===== src/rtl/uart_arb_pkg.sv =====
// Shared types and defaults for the UART transmitter arbiter.
//   state_t          : arbiter FSM states
//   DEF_NUM_REQ      : default requester count
//   ID_W             : requester index width for the default count
//   DEF_BUSY_TIMEOUT : default cycles to wait for tx_busy to rise
//   id_w()           : index width for an arbitrary requester count
package uart_arb_pkg;

  typedef enum logic [1:0] {
    IDLE      = 2'd0,
    START     = 2'd1,
    WAIT_BUSY = 2'd2,
    WAIT_DONE = 2'd3
  } state_t;

  localparam int DEF_NUM_REQ      = 4;
  localparam int ID_W             = $clog2(DEF_NUM_REQ);
  localparam int DEF_BUSY_TIMEOUT = 4;

  function automatic int id_w(input int n);
    return (n < 2) ? 1 : $clog2(n);
  endfunction

endpackage


===== src/rtl/uart_tx_arbiter_rr_pick.sv =====
// Combinational round-robin search: first asserted request at or above
// i_ptr, wrapping from NUM_REQ-1 back to 0.
//   i_req   : request vector
//   i_ptr   : highest-priority index for this search
//   o_grant : one-hot winner (zero when no request)
//   o_idx   : binary winner index (zero when no request)
//   o_any   : at least one request asserted
module rr_pick
  import uart_arb_pkg::*;
#(
  parameter  int NUM_REQ = DEF_NUM_REQ,
  localparam int GW      = id_w(NUM_REQ)
) (
  input  logic [NUM_REQ-1:0] i_req,
  input  logic [GW-1:0]      i_ptr,
  output logic [NUM_REQ-1:0] o_grant,
  output logic [GW-1:0]      o_idx,
  output logic               o_any
);

  logic [GW:0]   w_sum;
  logic [GW-1:0] w_pos;
  logic          w_found;

  assign o_any = |i_req;

  always_comb begin
    o_grant = '0;
    o_idx   = '0;
    w_found = 1'b0;
    w_sum   = '0;
    w_pos   = '0;
    for (int k = 0; k < NUM_REQ; k++) begin
      // ptr < NUM_REQ, so one conditional subtract is enough to wrap
      w_sum = {1'b0, i_ptr} + (GW+1)'(k);
      if (w_sum >= (GW+1)'(NUM_REQ)) w_sum = w_sum - (GW+1)'(NUM_REQ);
      w_pos = w_sum[GW-1:0];
      if (!w_found && i_req[w_pos]) begin
        w_found        = 1'b1;
        o_grant[w_pos] = 1'b1;
        o_idx          = w_pos;
      end
    end
  end

endmodule


===== src/rtl/uart_tx_arbiter.sv =====
// Round-robin arbiter sharing one UART transmitter among NUM_REQ byte
// producers. One byte is accepted per grant, handed to the transmitter
// with a single-cycle start pulse, and the next grant waits until the
// transmitter's busy flag has risen and fallen again (or never rose).
//   i_clk, i_rst          : clock, synchronous active-high reset
//   i_req_valid/_data     : per-requester byte offer, packed DATA_W slices
//   o_req_ready           : one-hot accept, only in IDLE with transmitter free
//   o_tx_start, o_tx_data : start pulse and held byte for the transmitter
//   i_tx_busy             : transmitter busy flag
//   o_grant_id            : owner of current / most recent frame
//   o_active              : frame in flight (accept until busy falls)
//   o_err_timeout         : one-cycle pulse when busy never rose
module uart_tx_arbiter
  import uart_arb_pkg::*;
#(
  parameter  int NUM_REQ      = DEF_NUM_REQ,
  parameter  int DATA_W       = 8,
  parameter  int BUSY_TIMEOUT = DEF_BUSY_TIMEOUT,
  localparam int GW           = id_w(NUM_REQ)
) (
  input  logic                      i_clk,
  input  logic                      i_rst,
  input  logic [NUM_REQ-1:0]        i_req_valid,
  input  logic [NUM_REQ*DATA_W-1:0] i_req_data,
  output logic [NUM_REQ-1:0]        o_req_ready,
  output logic                      o_tx_start,
  output logic [DATA_W-1:0]         o_tx_data,
  input  logic                      i_tx_busy,
  output logic [GW-1:0]             o_grant_id,
  output logic                      o_active,
  output logic                      o_err_timeout
);

  localparam int CW = $clog2(BUSY_TIMEOUT + 1);

  state_t              r_state, w_state_nxt;
  logic [GW-1:0]       r_ptr, r_gid;
  logic [DATA_W-1:0]   r_data;
  logic [CW-1:0]       r_cnt, w_cnt_nxt;
  logic                r_active, r_err;

  logic [NUM_REQ-1:0]  w_grant;
  logic [GW-1:0]       w_idx;
  logic                w_any;
  logic                w_accept, w_timeout, w_release;

  rr_pick #(.NUM_REQ(NUM_REQ)) u_pick (
    .i_req   (i_req_valid),
    .i_ptr   (r_ptr),
    .o_grant (w_grant),
    .o_idx   (w_idx),
    .o_any   (w_any)
  );

  always_comb begin
    w_state_nxt = r_state;
    w_cnt_nxt   = r_cnt;
    w_accept    = 1'b0;
    w_timeout   = 1'b0;
    w_release   = 1'b0;
    o_req_ready = '0;
    o_tx_start  = 1'b0;
    case (r_state)
      IDLE: begin
        // the winner is always a valid requester, so ready implies accept
        if (!i_tx_busy && w_any) begin
          o_req_ready = w_grant;
          w_accept    = 1'b1;
          w_state_nxt = START;
        end
      end
      START: begin
        o_tx_start  = 1'b1;
        w_cnt_nxt   = '0;
        w_state_nxt = WAIT_BUSY;
      end
      WAIT_BUSY: begin
        if (i_tx_busy) begin
          w_state_nxt = WAIT_DONE;
        end else begin
          w_cnt_nxt = r_cnt + CW'(1);
          if (w_cnt_nxt == CW'(BUSY_TIMEOUT)) begin
            w_timeout   = 1'b1;
            w_state_nxt = IDLE;
          end
        end
      end
      WAIT_DONE: begin
        if (!i_tx_busy) begin
          w_release   = 1'b1;
          w_state_nxt = IDLE;
        end
      end
      default: w_state_nxt = IDLE;
    endcase
  end

  always_ff @(posedge i_clk) begin
    if (i_rst) begin
      r_state  <= IDLE;
      r_cnt    <= '0;
      r_ptr    <= '0;
      r_gid    <= '0;
      r_data   <= '0;
      r_active <= 1'b0;
      r_err    <= 1'b0;
    end else begin
      r_state <= w_state_nxt;
      r_cnt   <= w_cnt_nxt;
      r_err   <= w_timeout;
      if (w_accept) begin
        r_data   <= i_req_data[w_idx*DATA_W +: DATA_W];
        r_gid    <= w_idx;
        r_ptr    <= (w_idx == GW'(NUM_REQ-1)) ? '0 : w_idx + GW'(1);
        r_active <= 1'b1;
      end else if (w_timeout || w_release) begin
        r_active <= 1'b0;
      end
    end
  end

  assign o_tx_data     = r_data;
  assign o_grant_id    = r_gid;
  assign o_active      = r_active;
  assign o_err_timeout = r_err;

endmodule


===== config.mk =====
export PLATFORM = sky130hd
export DESIGN_NAME = uart_tx_arbiter
export DESIGN_NICKNAME = d
export VERILOG_FILES = /design/src/rtl/uart_arb_pkg.sv /design/src/rtl/uart_tx_arbiter_rr_pick.sv /design/src/rtl/uart_tx_arbiter.sv
export SDC_FILE = /design/constraint.sdc
export NUM_CORES = 1
export LEC_CHECK = 0
export ABC_AREA = 1
export CAP_MARGIN = 10
export CORE_UTILIZATION = 45
export CTS_CLUSTER_DIAMETER = 40
export DETAILED_ROUTE_END_ITERATION = 10
export PLACE_DENSITY = 0.79
export SYNTH_ARGS = -nofsm -noshare
export SYNTH_HDL_FRONTEND = slang
export SYNTH_SLANG_ARGS = --single-unit

===== constraint.sdc =====
create_clock -name i_clk -period 3.2 [get_ports i_clk]
set_input_delay 0.96 -clock i_clk [delete_from_list [all_inputs] [get_ports i_clk]]
set_output_delay 0.96 -clock i_clk [all_outputs]
set_load 0.02 [all_outputs]

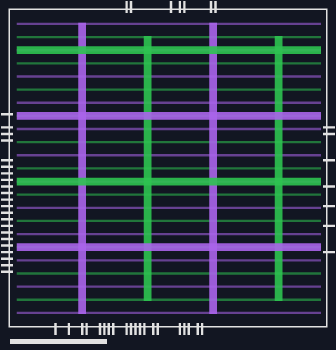
pdn.png
Bar = 20 µm. Pins as bars on the die edge.
- VDD: green
- VSS: purple
- met5 straps: 4
- signal pins: 56
- met4 straps: 4
- met1 rails: 23
maximum vdd drop: 0.468 mV
Die X: 65.5 µm
area of the core: 3770 µm²

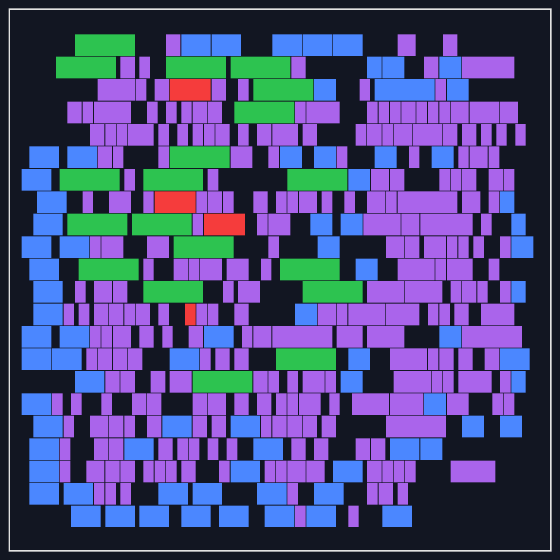
cell_classes.png
- all other logic: purple (cells 259)
- clock drivers and dummy loads: red (cells 4)
- other buffers and delay cells: blue (cells 76)
- flops: green (cells 19)
Core Util, Final: 69.1%
design area: 2610 µm²
sequential share of cell area: 14.6%
# rows: 22

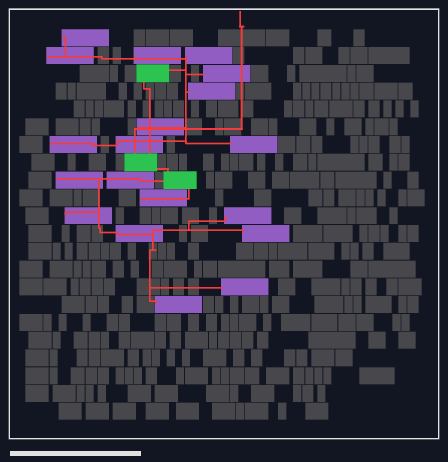
clock_map.png
Bar = 20 µm.
- clock wires: red (length 243 µm)
- cells driving clock nets: green (count 3)
- flip-flops: purple (count 19)
- routed clock nets: 4
clk latency late pin: 0.25 ns
Clock group: 0.167 mW
clock skew: 0.00394 ns
Clk pwr share: 8.5%

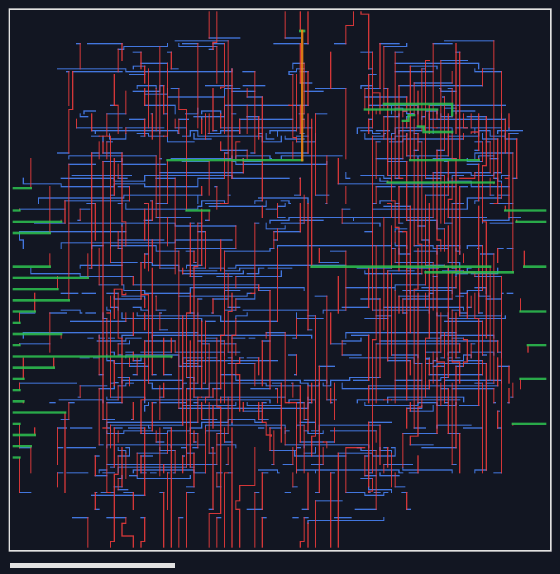
metal_stack.png
Bar = 20 µm.
- met3: green (wire length 208 µm)
- met1: blue (wire length 2210 µm)
- met4: orange (wire length 15.6 µm)
- met2: red (wire length 2540 µm)
WL final: 4970 µm
drt wl/cell: 12.2 µm
Vias: 2057
GRT Total Usage: 23.4%

==> impl_metrics.ini <==
; generated from flow reports
[timing]
finalSetupTns_ns = 0
hold_violations = 0
tightest_slew_ns = 0.351
setup-violations-final = 0
period_used_pct = 99.2
timing.slew.headroom_pct = 76.5
fin_crit_ns = 3.17
max_freq_ghz = 0.315
hold_ws_ns = 0.473
report.final.slew_viol_count = 0

[yosys]
synth_cells = 286
synthTopCellsByCount = inv_1, nand3_1, nand2_1
top_cell_area_share_pct = 21.0
numSynthFlops = 19
ys_cells = 286
syn_area_um2 = 1810
synth_cell_types = 32
synth-edff-count = 0
ys_warn_count = 0
synthesis.nets = 334
syn_avg_cell_area_um2 = 6.33
top_cells_by_area = dfxtp_1, nand3_1, inv_1
ys_async_sr_fraction_pct = 0
yosys_area_um2 = 1810
ys_seq_share_pct = 21.0
top_area_cell = dfxtp_1
flop_cell = dfxtp_1

[routing]
ant_nets = 0
vias_per_cell = 5.07
drtPass1Iterations = 4
drt_iter0_drc = 144
drcViolationCount = 0

[placed_design]
place_congestion = 0.887
place_inst = 395
port-buffer-count = 55
hpwlAfterDp_um = 3410

[floorplanning]
die-area_um2 = 4280
ios = 56
floorplan.core_util_pct = 48.0

[finish]
syn2layout_area_growth_pct = 43.9
logic_area_um2 = 1180
drive_gt1_share_pct = 20.4
fin_nets = 407
diodes = 0
stdcell_count = 406
regArea_um2 = 380
fillers = 344

[clock_network]
clockBufferDepth = 2
cts_buffers = 3
cts_tree = yes
clkSinkCount = 19
cts-root-buf = clkbuf_8
cts_resized = 25
clk_pin_slew_ns = 0.07
ctsHoldBuffers = 0
cts_setup_buffers = 4
htree_levels = 1

[global_route]
grt_pass1_vias = 1835
grt_pass1_wl_um = 7940
antenna_found_initial = 0
grt_max_degree = 23
overflow = 0

[setup_path]
worst_ep_arrival_time_ns = 2.21
cp_data_required_time_ns = 2.24
path_cells = clkdlybuf4s15_1 -> inv_2 -> nand2_2 -> nand3_4 -> nand2_8 -> nor2_4 -> nand2_1 -> o2111ai_2 -> nand2_1 -> inv_1 -> buf_4
cp-start-kind = primary input
critical_path.slowest_cell = clkdlybuf4s15_1
crit_path_max_incr_delay_ns = 0.21
critPathMaxFanout = 7
worst_path_most_repeated_cell = nand2_1
endpoint_kind = output port
crit_type = in -> out

[job]
drv_cap = 0
warnings = 33

[hold_path]
hp-class = reg -> reg

[power_and_ir_drop]
powerDensity_nw_per_um2 = 754
cellLeakagePower_nw = 1.38

[outcome]
status = finished clean
cells in the final DEF, fill, tap and decap left out:
cell              n
nand2_4           1
o311ai_1          1
ha_1              9
nor2_4            4
clkbuf_8          3
o2111ai_2         1
buf_2             2
clkdlybuf4s50_1  47
inv_2             6
nand3_4           2
nor2_1            6
xnor2_1           1
nor2_8            1
nand4_1           1
o211ai_1          2
dfxtp_1          19
a211oi_1          1
o2111ai_1         1
clkdlybuf4s15_1   1
clkbuf_2          3
nand3_1          62
a21oi_1           8
a21oi_2           1
buf_4            22
nand3_2           2
inv_1            61
o21ai_0           1
nand2_1          52
clkbuf_1          1
nand2_2          19
a22oi_2           2
a22oi_1           1
a21boi_0          1
o21ai_1           1
buf_12            1
o21a_1            8
nand2_8           3
stage by stage:
| step | setup slack, ns | area [µm²] | power (mW) |
|---|---|---|---|
| after floorplan | 0.308 | 1810 | 1.29 |
| final | 0.0263 | 2610 | 1.97 |
| after global placement | -0.648 | 2460 | 1.60 |
| after detailed placement | -0.692 | 2460 | 1.61 |
| after CTS | 0.0135 | 2530 | 1.84 |
| after global routing | -0.0330 | 2610 | 2.12 |
area by class of cell:
| cell class | count | share of cell area (%) |
|---|---|---|
| inverter | 67 | 9.64 |
| sequential | 19 | 14.6 |
| timing repair buffer | 76 | 26.5 |
| tap | 48 | 2.30 |
| multi-input combinational | 192 | 45.2 |
| clock buffer | 4 | 1.73 |
layer usage:
metal  wire length, µm  vias to the layer above  share of wire [%]  GRT usage, %
met4                15                        0               0.30          4.35
met5                 0                        -                  0             0
met2              2540                       50                 51          42.5
li1                  -                     1046                  -             -
met3               207                        2                4.2          2.78
met1              2210                      959                 44          29.6
final timing paths:
check	start	cells after the start	end	slack [ns]
worst min-delay path	o_grant_id[1]$_SDFFE_PP0P_	2	o_grant_id[1]$_SDFFE_PP0P_	0.47
worst max-delay path	i_req_valid[1]	11	o_req_ready[3]	0.03
worst max register to register	r_ptr[0]$_SDFFE_PP0P_	16	o_tx_data[5]$_SDFFE_PP0P_	0.74
worst min register to register	o_grant_id[1]$_SDFFE_PP0P_	2	o_grant_id[1]$_SDFFE_PP0P_	0.47
worst max-delay path, delay by kind of cell:
family | cells | cell delay, ns
buffers and inverters | 4 | 0.49
and+or+nand+nor | 6 | 0.67
AOI/OAI and AO/OA | 1 | 0.09
cells by family after synthesis:
family                   after synthesis  share of synthesized area (%)
AND-OR/OR-AND                         29                           10.9
XOR/XNOR                               1                          0.484
adder cells (fa/ha/maj)                9                           6.22
buffers and inverters                 75                           17.6
flip-flops                            19                           21.0
AND/OR/NAND/NOR                      153                           43.8
state kept, by name (all words and copies together) (netlist names):
| register | flops |
|---|---|
| o_tx_data | 8 |
| o_grant_id | 2 |
| r_state | 2 |
| r_cnt | 3 |
| o_active | 1 |
| o_err_timeout | 1 |
| r_ptr | 2 |
power by group:
part | leakage, nW | total [mW] | internal (mW) | switching (mW)
combinational | 1.20 | 1.49 | 0.600 | 0.886
clock | 0.0228 | 0.167 | 0.0884 | 0.0783
sequential | 0.156 | 0.313 | 0.281 | 0.0323
Power and IR drop assume default switching activity.
